File: src/rtl/m_cp0.sv
// CP0 coprocessor: SR, Cause, EPC, BadVAddr and PRId with exception/interrupt request.
// Define CP0_COUNT_EN to add the Count/Compare timer that feeds Cause bit 15.
module m_cp0 #(
    parameter logic [31:0] PRID = 32'h0000_2021
) (
    input  logic        clk,
    input  logic        reset_n,
    input  logic [31:0] M_PC,
    input  logic [4:0]  M_ExcCode,
    input  logic        M_BD,
    input  logic [31:0] M_BadVAddr,
    input  logic [5:0]  HWInt,
    input  logic        M_CP0We,
    input  logic [4:0]  M_CP0Addr,
    input  logic [31:0] M_CP0WD,
    input  logic        M_EXLClr,
    output logic [31:0] M_CP0RD,
    output logic [31:0] M_EPCOut,
    output logic        Req
);

    logic [5:0]  im;
    logic        exl;
    logic        ie;
    logic        bd;
    logic [5:0]  ip;
    logic [4:0]  exc_code;
    logic [31:0] epc;
    logic [31:0] bad_vaddr;
    logic        int_req;
    logic        exc_req;
    logic        wr_en;
    logic        ti_now;
    logic [31:0] epc_exc;
    logic [31:0] sr_word;
    logic [31:0] cause_word;

    // Reset gating keeps Req quiet even if the pipeline presents an exception.
    assign int_req = reset_n & (|(ip & im)) & ie & ~exl;
    assign exc_req = reset_n & (M_ExcCode != 5'd0) & ~exl;
    assign Req     = int_req | exc_req;
    assign wr_en   = M_CP0We & ~Req;
    assign epc_exc = M_BD ? (M_PC - 32'd4) : M_PC;

    assign sr_word    = {16'd0, im, 8'd0, exl, ie};
    assign cause_word = {bd, 15'd0, ip, 3'd0, exc_code, 2'd0};

    always_ff @(posedge clk or negedge reset_n) begin
        if (!reset_n) begin
            im        <= '0;
            exl       <= 1'b0;
            ie        <= 1'b0;
            bd        <= 1'b0;
            ip        <= '0;
            exc_code  <= '0;
            epc       <= '0;
            bad_vaddr <= '0;
        end else begin
            ip <= HWInt | {ti_now, 5'd0};
            if (Req) begin
                exl      <= 1'b1;
                bd       <= M_BD;
                epc      <= epc_exc & 32'hFFFF_FFFC;
                exc_code <= int_req ? 5'd0 : M_ExcCode;
                if (!int_req && (M_ExcCode == 5'd4 || M_ExcCode == 5'd5))
                    bad_vaddr <= M_BadVAddr;
            end else begin
                if (wr_en && M_CP0Addr == 5'd12) begin
                    im  <= M_CP0WD[15:10];
                    exl <= M_CP0WD[1];
                    ie  <= M_CP0WD[0];
                end
                if (wr_en && M_CP0Addr == 5'd14)
                    epc <= M_CP0WD & 32'hFFFF_FFFC;
                if (M_EXLClr)
                    exl <= 1'b0;
            end
        end
    end

`ifdef CP0_COUNT_EN
    logic [31:0] count;
    logic [31:0] compare;
    logic        ti;

    always_ff @(posedge clk or negedge reset_n) begin
        if (!reset_n) begin
            count   <= '0;
            compare <= '0;
            ti      <= 1'b0;
        end else begin
            if (wr_en && M_CP0Addr == 5'd9)
                count <= M_CP0WD;
            else
                count <= count + 32'd1;
            // A Compare write acknowledges the timer and beats a same-cycle match.
            if (wr_en && M_CP0Addr == 5'd11) begin
                compare <= M_CP0WD;
                ti      <= 1'b0;
            end else if (count == compare && compare != 32'd0) begin
                ti <= 1'b1;
            end
        end
    end

    assign ti_now = ti;
`else
    assign ti_now = 1'b0;
`endif

    always_comb begin
        M_CP0RD = 32'd0;
        case (M_CP0Addr)
            5'd8:    M_CP0RD = bad_vaddr;
`ifdef CP0_COUNT_EN
            5'd9:    M_CP0RD = count;
            5'd11:   M_CP0RD = compare;
`endif
            5'd12:   M_CP0RD = sr_word;
            5'd13:   M_CP0RD = cause_word;
            5'd14:   M_CP0RD = epc;
            5'd15:   M_CP0RD = PRID;
            default: M_CP0RD = 32'd0;
        endcase
    end

    assign M_EPCOut = (wr_en && M_CP0Addr == 5'd14)
                    ? (M_CP0WD & 32'hFFFF_FFFC) : epc;

endmodule

File: config.mk
export PLATFORM = sky130hd
export DESIGN_NAME = m_cp0
export DESIGN_NICKNAME = d
export VERILOG_FILES = /design/src/rtl/m_cp0.sv
export SDC_FILE = /design/constraint.sdc
export NUM_CORES = 1
export LEC_CHECK = 0
export ABC_CLOCK_PERIOD_IN_PS = 8220
export CAP_MARGIN = 20
export CORE_ASPECT_RATIO = 0.9
export CORE_MARGIN = 3
export CORE_UTILIZATION = 49
export DETAILED_ROUTE_END_ITERATION = 16
export PLACE_DENSITY_LB_ADDON = 0.25
export RECOVER_POWER = 25
export SETUP_SLACK_MARGIN = 0.2
export SLEW_MARGIN = 40
export SYNTH_ARGS = -nofsm -noshare
export SYNTH_HDL_FRONTEND = slang
export SYNTH_SLANG_ARGS = --single-unit
export TNS_END_PERCENT = 20
File: constraint.sdc
create_clock -name clk -period 8.22 [get_ports clk]
set_input_delay 2.466 -clock clk [delete_from_list [all_inputs] [get_ports clk]]
set_output_delay 2.466 -clock clk [all_outputs]
set_load 0.02 [all_outputs]
==> summary.txt, run 1 <==
The flow run is done. Detailed placement ended at an HPWL of between 10 and 15 mm. By count the netlist is led by sky130_fd_sc_hd__dfrtp_1, sky130_fd_sc_hd__mux2_2, sky130_fd_sc_hd__mux2i_1, sky130_fd_sc_hd__nand2_1, sky130_fd_sc_hd__nor2_1. STA lists the startpoint of the worst hold path as exc_code[2]. met2 track demand over resource after global routing is ~43%. According to the timing report, the arrival time at the worst endpoint equals ~5300 ps. Final estimated routing congestion in global placement landed at 0.882. Register bit total from synthesis landed at 84. Tally of OpenROAD warnings landed at 28. Floorplan row count landed at 33. The script logs the ratio of routed vias to standard cells as 5.68.

Tap insertion was completed with roughly 120 tapcells. The final reports fail on max-capacitance violations, max-slew violations. Proportion of layout cells with a drive suffix above 1 landed at 18.9%. Count of buffers added by post-CTS timing repair for setup landed at 0. Number of antenna diodes landed at 0. TritonCTS built the clock tree. During synthesis, Yosys emitted a total of 0 warnings.

The script computed a power per unit cell area of 177 nW/um^2. The report puts the hold buffer count at CTS at 0. Per the cell usage report, the commonest logic cells after layout are sky130_fd_sc_hd__clkdlybuf4s50_1, sky130_fd_sc_hd__dfrtp_1, sky130_fd_sc_hd__mux2_2.

Per the post-synthesis report, the nets total 547. Per the synthesis report, the single largest cell type by area occupies 43.1% of cell area. In this run, post-CTS repair resized a total of 0 instances.

Total CTS buffers landed at 9. Global route summary, busiest routing layer listed as met2. Detailed-router iteration count before antenna repair landed at 5. Clock tree cell share of total cell area landed at 2.51%.

At the pin with the least slew margin, the transition time is 2670 ps. The most critical hold endpoint after final layout shows a slack of 501 ps. Overall die area landed at 11200 um^2.

Summing every instance area after synthesis gives 4880 um^2. Total design power landed at 0.00124 W. Count of antenna-violating nets left after detailed routing landed at 0. Dividing the detail-routed wire length by the instance count gives 19.3 um. Per report_power, the clock group accounts for between 20 and 25% of the total. In the hold timing report, the worst path depth is 2. In this run, distinct cell masters in the synthesized netlist total 47. The script reports the combined buffer and inverter count of the critical path as 3. In the post-synthesis netlist, the cell with the most instances is sky130_fd_sc_hd__dfrtp_1. After layout, the inverter instance count without clock inverters stands at 9. Power dissipated in combinational cells landed at 0.000402 W. The flow reports that combinational logic draws roughly a third of the design power. The worst setup path is launched from a primary input. Met1 track utilization from global routing landed at 31.5%. The flow ran to the end, but the final reports show violations. Final-report max-slew violation count landed at 88. The most common logic cell in the final layout is sky130_fd_sc_hd__clkdlybuf4s50_1. Setup repair after global routing left no endpoint under its margin.

Number of flip-flops and latches landed at 84. Internal reg-to-reg setup slack landed at ~5600 ps. The min-delay analysis places its worst path in the category reg -> reg. Delay of the slowest critical-path stage landed at between 500 and 600 ps. Final worst slack landed at approximately 420 ps. Leaving out the clock tree, the finished layout contains a buffer count of 188.

Leakage power figure landed at 2.83 nW. After synthesis, the cell types taking the most area are sky130_fd_sc_hd__dfrtp_1, sky130_fd_sc_hd__mux2_2, sky130_fd_sc_hd__mux2i_1. Power attributed to the clock group landed at 0.000268 W. Among cell families on the critical path, the largest total delay comes from buffers and inverters.

After the last flow step, the layout net total stands at a little over 700. Count of clock-net buffers in the final layout landed at 10. Final critical delay including setup and external delays landed at 7800 ps.

The largest total area in the synthesized netlist belongs to sky130_fd_sc_hd__dfrtp_1. The switching component of the power was reported as 0.000393 W. The critical path is of the in -> out type. Per the timing report, the most critical flop-to-flop path finishes at bad_vaddr[16]. Tally of non-filler cells in the final layout landed at 731.

Number of H-tree levels landed at 3. The worst register-to-register path begins at im[3]. Between clock sinks in the finished design, the worst skew comes to ~8.7 ps. Per the run summary, max-cap violations total 2. Final setup violation count landed at 0.

Clock slew seen by the registers of the worst setup and hold paths landed at 90 ps. After synthesis, the mean cell area works out to approximately 11 um^2. IR analysis of the VDD net gives a maximum drop of ~0.00012 V.
==> run 1: logic make-up (layout without fill, tap and decap cells) <==
group | after synthesis | in the layout | synth area share [%]
AND-OR/OR-AND | 52 | 52 | 8.82
XOR/XNOR | 28 | 28 | 5.03
adder cells (fa/ha/maj) | 1 | 1 | 0.256
buffers and inverters | 33 | 213 | 3.00
flip-flops | 84 | 84 | 43.1
multiplexers | 120 | 120 | 26.4
AND/OR/NAND/NOR | 111 | 111 | 13.4
==> run 1: metal layers <==
| metal | wire, um | vias up |
|---|---|---|
| li1 | - | 1937 |
| met1 | 5830 | 2003 |
| met2 | 6990 | 181 |
| met3 | 1060 | 28 |
| met4 | 257 | 0 |
| met5 | 0 | - |
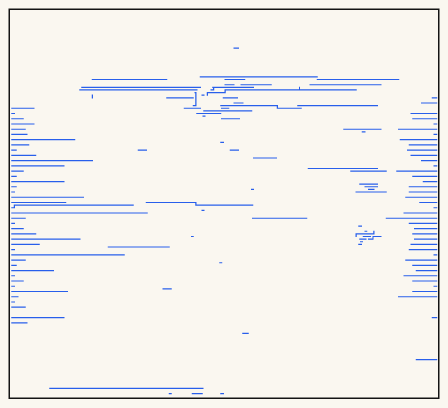
Run 1: M3 wires
- nets with wire on the layer: 113
- wire length on this layer: 1060 um
Global Route met3 Usage: 5.88%
number of vias after detailed routing: 4149
sum of routed wire length over all layers: 14.1 mm

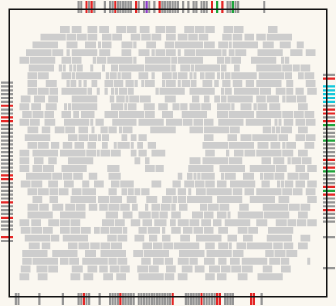
Run 1: pin placement
Pins as bars across the die edge, other pins in gray.
- M_CP0RD: red (pins 32; direction output; edge 9 right, 8 bottom, 8 left, 7 top)
- M_CP0Addr: cyan (pins 5; direction input; edge right)
- HWInt: green (pins 6; direction input; edge 4 right, 2 top)
- M_BD: purple (pins 1; direction input; edge top)
- all pins by edge: 55 bottom, 46 top, 41 left, 40 right
Chip Height: 101 um
Die W: 111 um
number of buffer cells added on primary ports: 179

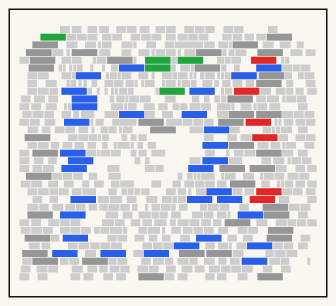
Run 1: sequential cells colored by netlist name
Other sequential cells in the stronger gray, the rest of the logic in the fainter gray.
- ip: red (sequential cells 6)
- epc: blue (sequential cells 32)
- exc_code: green (sequential cells 5; where top middle)
- not colored: 41
sequential standard cell area: 2100 um^2
flop share of the area: 30.1%
end-of-flow core utilization: 74.2%
Seq power: 0.000569 W

## Run 2: what changed since run 1
--- a/config.mk
+++ b/config.mk
@@ -12,7 +12,7 @@
 export CORE_UTILIZATION = 49
 export DETAILED_ROUTE_END_ITERATION = 16
 export PLACE_DENSITY_LB_ADDON = 0.25
-export RECOVER_POWER = 25
+export RECOVER_POWER = 50
 export SETUP_SLACK_MARGIN = 0.2
 export SLEW_MARGIN = 40
 export SYNTH_ARGS = -nofsm -noshare
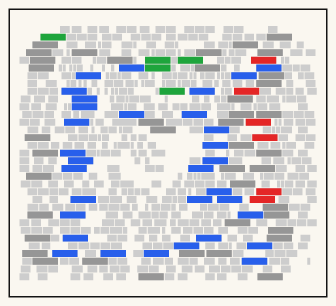
Run 2: sequential cells colored by netlist name
Other sequential cells in the stronger gray, the rest of the logic in the fainter gray.
- epc: blue (sequential cells 32)
- exc_code: green (sequential cells 5; where top middle)
- ip: red (sequential cells 6)
flop share of the area: 30.2%
end-of-flow core utilization: 73.8%

==> summary.txt, run 2 <==
The flow run is done. Final worst slack landed at 311 ps (-113 ps). The placed wire-length estimate was 10.6 mm (unchanged). According to the hold report, the worst path is of the reg -> reg type. Worst-case hold slack landed at 500 ps (-0.633 ps).

The flow ran to the end, but the final reports show violations. The final routed wirelength across all metal layers was 14.1 mm (about the same). Count of antenna-violating nets left after detailed routing landed at 0 (unchanged). The final-report max-slew violation count is 132 (+50%). Count of input and output buffers landed at 179 (unchanged).

The netlist area before placement came to 4880 um^2 (unchanged). Clock tree cell share of total cell area landed at 2.52% (+0.013 points). The number of antenna diodes is 0 (unchanged). Broken down by cell family, the worst path's largest delay share belongs to buffers and inverters.

Setup repair after global routing left no endpoint under its margin. Layout net count landed at 722 (unchanged). The floorplan row count was 33 (unchanged).

Share of the synthesized netlist area taken by xor and xnor gates landed at 5.03% (unchanged). The checks that failed: max-capacitance violations, max-slew violations. Sorting the synthesized cells by area gives the leading types as sky130_fd_sc_hd__dfrtp_1, sky130_fd_sc_hd__mux2_2, sky130_fd_sc_hd__mux2i_1. The net count of the mapped netlist is 547 (unchanged).

The fraction of the mapped netlist area in adder cells is 0.256% (unchanged). Number of flip-flops and latches landed at 84 (unchanged). The global-route met3 utilization was 5.88% (unchanged). The startpoint identified for the worst register-to-register timing path is im[3].

Number of buffer and inverter stages on the critical path landed at 3 (unchanged). The post-synthesis simple-gate area fraction was 13.4% (unchanged). Average via count per standard cell landed at 5.70 (+0.48%).

The clock tree skew after final layout is 6.05 ps (-2.63 ps). The final critical delay including setup and external delays came to 7910 ps (+113 ps). In this run the critical path is formed by dlygate4sd3_1 > or3_1 > nor3_1 > nor2_1 > nor3_4 > buf_4 > mux2_2 > clkdlybuf4s50_1.

Per the GRT log, the top usage layer is met2. OpenSTA lists the critical path startpoint as M_ExcCode[1]. Count of cells resized by post-cts repair landed at 0 (unchanged). Die span in y landed at 101 um (unchanged). Overall die area landed at 11200 um^2 (unchanged). The final setup violation count is 0 (unchanged).

Of all cell types, the one taking the most synthesized area is sky130_fd_sc_hd__dfrtp_1. Net switching power landed at 0.000393 W (-0.15%). Arrival time of the worst setup path landed at 5440 ps (+110 ps).

The fraction of met2 tracks used by global routing is 43.3% (unchanged). The worst setup path is of the in -> out kind. In the synthesized netlist, the cells that appear most often are sky130_fd_sc_hd__dfrtp_1, sky130_fd_sc_hd__mux2_2, sky130_fd_sc_hd__mux2i_1, sky130_fd_sc_hd__nand2_1, sky130_fd_sc_hd__nor2_1. The clock slew seen by the registers of the worst setup and hold paths was 90 ps (about the same). The count of buffers added by post-CTS timing repair for setup was 0 (unchanged). The overall die width came to 111 um (unchanged). The number of instances on the worst hold path was 2 (unchanged). The worst register-to-register path ends at bad_vaddr[16]. In this run, the number of DRC markers left after iteration 0 of detailed routing was roughly 330. Leakage power figure landed at 2.81 nW (-0.47%). Number of tapcells landed at 122 (unchanged). The internal reg-to-reg setup slack is 4320 ps (-1230 ps). Power per cell area landed at 178 nW/um^2 (+0.60%). Synthesized area divided by synthesized cell count landed at 11.4 um^2 (unchanged). Area share of the largest cell type after synthesis landed at 43.1% (unchanged).

The met1 track utilization from global routing is 31.5% (unchanged). Yosys shows that the main logic family after synthesis is multiplexers. Peak clock frequency supported by timing landed at about 130 MHz. TritonCTS built the clock tree.

Counting only logic cells after layout, the most numerous master is sky130_fd_sc_hd__clkdlybuf4s50_1. Transition time of the tightest slew-check pin landed at 2670 ps (-1.16 ps). Share of cell area taken by muxes after synthesis landed at 26.4% (unchanged). The number of warnings issued by yosys came to 0 (unchanged). Total CTS buffers landed at 9 (unchanged). The number of H-tree levels came to 3 (unchanged). The most frequently used library cell after synthesis is sky130_fd_sc_hd__dfrtp_1. STA classifies the critical path startpoint as a primary input. Reported max-cap violation count landed at 4 (+2). The count of buffers not belonging to the clock network in the layout came to 188 (unchanged).

The register bit total from synthesis is 84 (unchanged). The count of clock-net buffers in the final layout was 10 (unchanged). The delay of the slowest critical-path stage was 560 ps (about the same). Routed wirelength normalized by instance count landed at 19.3 um (about the same). The detailed-router iteration count before antenna repair came to 7 (+2).

The post-synthesis compound-gate area fraction was 8.82% (unchanged). Peak ir drop on the vdd network landed at 0.000118 V (-0.44%). Share of power burned in combinational logic landed at 32.5% (about the same). Register cell area after layout landed at 2100 um^2 (unchanged). STA lists the startpoint of the worst hold path as exc_code[2]. Total design power landed at 0.00124 W (about the same). Via count of the routed design landed at 4169 (+0.48%).

Proportion of layout cells with a drive suffix above 1 landed at 18.4% (-0.49 points). In the layout the commonest cells are sky130_fd_sc_hd__clkdlybuf4s50_1, sky130_fd_sc_hd__dfrtp_1, sky130_fd_sc_hd__mux2_2. The non-clock inverter count in the final layout came to 9 (unchanged). The number of unique standard cell types used by synthesis came to 47 (unchanged). The clock network power share is 21.6% (about the same).
==> run 2: cell counts after synthesis <==
Identical to the previous run, type by type.
==> run 2: power by group through the flow <==
stage	Sequential [W]	Clock, W	Combinational, W
2_1_floorplan	0.000554	0	0.000223
4_1_cts	0.000568	0.000274	0.000407
3_5_place_dp	0.000576	0	0.000405
6_report	0.000569	0.000268	0.000403
3_3_place_gp	0.000571	0	0.000394
5_1_grt	0.000581	0.000294	0.000433
==> run 2: per-stage QoR <==
step           cells  cell area [um^2]
3_3_place_gp     714              6790
5_1_grt          731              6950
3_5_place_dp     715              6820
6_report         731              6950
2_1_floorplan    429              4880
4_1_cts          731              7000
==> run 2: layer usage <==
metal	vias up	share of wire, %	wire (um)
met2	191	50	7010
met3	21	7.6	1070
met5	-	0	0
met4	0	1.7	246
met1	2024	41	5800
li1	1933	-	-
## Run 3: what changed since run 2
--- a/config.mk
+++ b/config.mk
@@ -8,7 +8,7 @@
 export ABC_CLOCK_PERIOD_IN_PS = 8220
 export CAP_MARGIN = 20
 export CORE_ASPECT_RATIO = 0.9
-export CORE_MARGIN = 3
+export CORE_MARGIN = 4
 export CORE_UTILIZATION = 49
 export DETAILED_ROUTE_END_ITERATION = 16
 export PLACE_DENSITY_LB_ADDON = 0.25
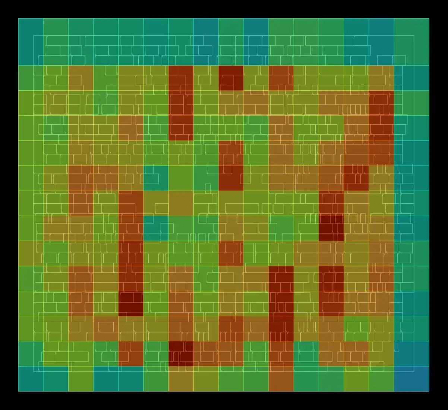
Run 3: routing congestion map
wire length per cell after detailed routing: 19.3 um
Total GRT Usage: 24.6%
busiest layer in global routing: met2

==> summary.txt, run 3 <==
The flow run is done. The run finished, with violations left. The checks that failed: max-capacitance violations, max-slew violations. TritonCTS built the clock tree. The post-synthesis compound-gate area fraction came to 8.82% (unchanged). The clock tree cell share of total cell area was 2.65% (+0.13 points). Final-report max-slew violation count landed at 85 (-36%). The average via count per standard cell came to 5.69 (-0.19%).

The register bit total from synthesis is 84 (unchanged). Detailed-router iteration count before antenna repair landed at 6 (-1). The power attributed to the clock group came to 0.000280 W (+4%). Number of buffer and inverter stages on the critical path landed at 3 (unchanged). Via count of the routed design landed at 4184 (+0.36%). The internal reg-to-reg setup slack is 4310 ps (about the same). By count the netlist is led by sky130_fd_sc_hd__dfrtp_1, sky130_fd_sc_hd__mux2_2, sky130_fd_sc_hd__mux2i_1, sky130_fd_sc_hd__nand2_1, sky130_fd_sc_hd__nor2_1. The netlist area before placement came to 4880 um^2 (unchanged). Net switching power landed at 0.000397 W (+1.2%). Total CTS buffers landed at 9 (unchanged). The synthesized area divided by synthesized cell count was 11.4 um^2 (unchanged).

The peak ir drop on the vdd network is 0.000109 V (-8.0%). Setup repair after global routing left no endpoint under its margin. The number of tapcells is 126 (+3.3%). Number of antenna diodes landed at 0 (unchanged). The cell sequence reported for the critical path is dlygate4sd3_1 > or3_1 > nor3_1 > nor2_1 > nor3_4 > buf_4 > mux2_2 > clkdlybuf4s50_1. Routed length on met2 landed at 7.11 mm (+1.4%).

Placed wire-length estimate landed at 10.6 mm (about the same). Net count of the mapped netlist landed at 547 (unchanged). The transition time of the tightest slew-check pin is 4500 ps (+1830 ps). Final core area utilization landed at 72.1% (-1.7 points).

The power attributed to sequential cells was 0.000571 W (about the same). The most common logic cell in the final layout is sky130_fd_sc_hd__clkdlybuf4s50_1. Final worst slack landed at 351 ps (+39.7 ps). Number of warnings issued by yosys landed at 0 (unchanged).

Signal nets in the final route climb as high as met4. Among all cell types in the netlist, the one instantiated most often is sky130_fd_sc_hd__dfrtp_1. The arrival time of the worst setup path was 5400 ps (-40 ps).

Number of unique standard cell types used by synthesis landed at 47 (unchanged). The worst setup path is launched from a primary input. The peak clock frequency supported by timing came to 127 MHz (+0.50%).

Power per cell area landed at 179 nW/um^2 (+0.24%). The clock slew seen by the registers of the worst setup and hold paths was 90 ps (about the same). Reported max-cap violation count landed at 1 (-3). The register cell area after layout is 2100 um^2 (unchanged). The proportion of layout cells with a drive suffix above 1 was 18.9% (+0.49 points). Die span in y landed at 103 um (+2.0%). The cell type that accounts for the most area after synthesis is sky130_fd_sc_hd__dfrtp_1. Count of input and output buffers landed at 179 (unchanged). The total placed instance area is 6850 um^2 (+0.40%). Yosys attributes the largest share of cell area to sky130_fd_sc_hd__dfrtp_1, sky130_fd_sc_hd__mux2_2, sky130_fd_sc_hd__mux2i_1.

The post-synthesis simple-gate area fraction came to 13.4% (unchanged). Number of H-tree levels landed at 3 (unchanged). Post-route met1 wirelength landed at 5.87 mm (+1.3%). The share of the synthesized netlist area taken by xor and xnor gates came to 5.03% (unchanged). The count of buffers added by post-CTS timing repair for setup is 0 (unchanged). Non-clock inverter count in the final layout landed at 9 (unchanged). The biggest slice of the total power is consumed by registers. Length of routed met3 wiring landed at 1.07 mm (-0.47%). The floorplan row count is 34 (+3.0%). Count of cells resized by post-cts repair landed at 0 (unchanged).

Clock tree skew after final layout landed at 7.46 ps (+1.41 ps). Count of clock-net buffers in the final layout landed at 10 (unchanged). The worst-case hold slack came to 493 ps (-7.29 ps). The share of power burned in combinational logic was 32.0% (-0.5 points). The leakage power figure is 2.84 nW (+0.89%). The timing report attributes the biggest portion of critical-path delay to buffers and inverters.

The overall die width was 113 um (+1.8%). Count of antenna-violating nets left after detailed routing landed at 0 (unchanged). Total design power landed at 0.00125 W (+0.83%).

Final setup violation count landed at 0 (unchanged). Area share of the largest cell type after synthesis landed at 43.1% (unchanged). The delay of the slowest critical-path stage was 570 ps (about the same). Power dissipated in combinational cells landed at 0.000400 W (about the same).

The critical path is of the in -> out type. The min-delay analysis places its worst path in the category reg -> reg. Number of placed instances, taps included landed at 719 (+0.56%). The library cells used most frequently in the layout, excluding fill and tap cells, are sky130_fd_sc_hd__clkdlybuf4s50_1, sky130_fd_sc_hd__dfrtp_1, sky130_fd_sc_hd__mux2_2.
-- run 3: cell count changes in the layout (fill, tap and decap cells not counted), sizes merged --
cell | previous run | this run
clkinv | 1 | 4
buf | 5 | 7
clkbuf | 15 | 13
clkinvlp | 3 | 1
inv | 11 | 10
-- run 3: layer usage --
metal  up-vias  GRT usage (%)
met5         -              0
met2       169           42.5
met3        19           5.99
met1      2052           31.3
li1       1944              -
met4         0           6.75
-- run 3: worst paths after layout --
path	from	end	depth (start not counted)
worst max-delay path	M_ExcCode[1]	M_EPCOut[20]	8
worst min-delay path	exc_code[2]	exc_code[2]	2
worst max register to register	im[5]	bad_vaddr[22]	6
worst min register to register	exc_code[2]	exc_code[2]	2
max in group asynchronous	reset_n	bad_vaddr[29]	2
min in group asynchronous	reset_n	bad_vaddr[0]	2
Power figures rest on the tool's default switching activity, not on a simulated workload.
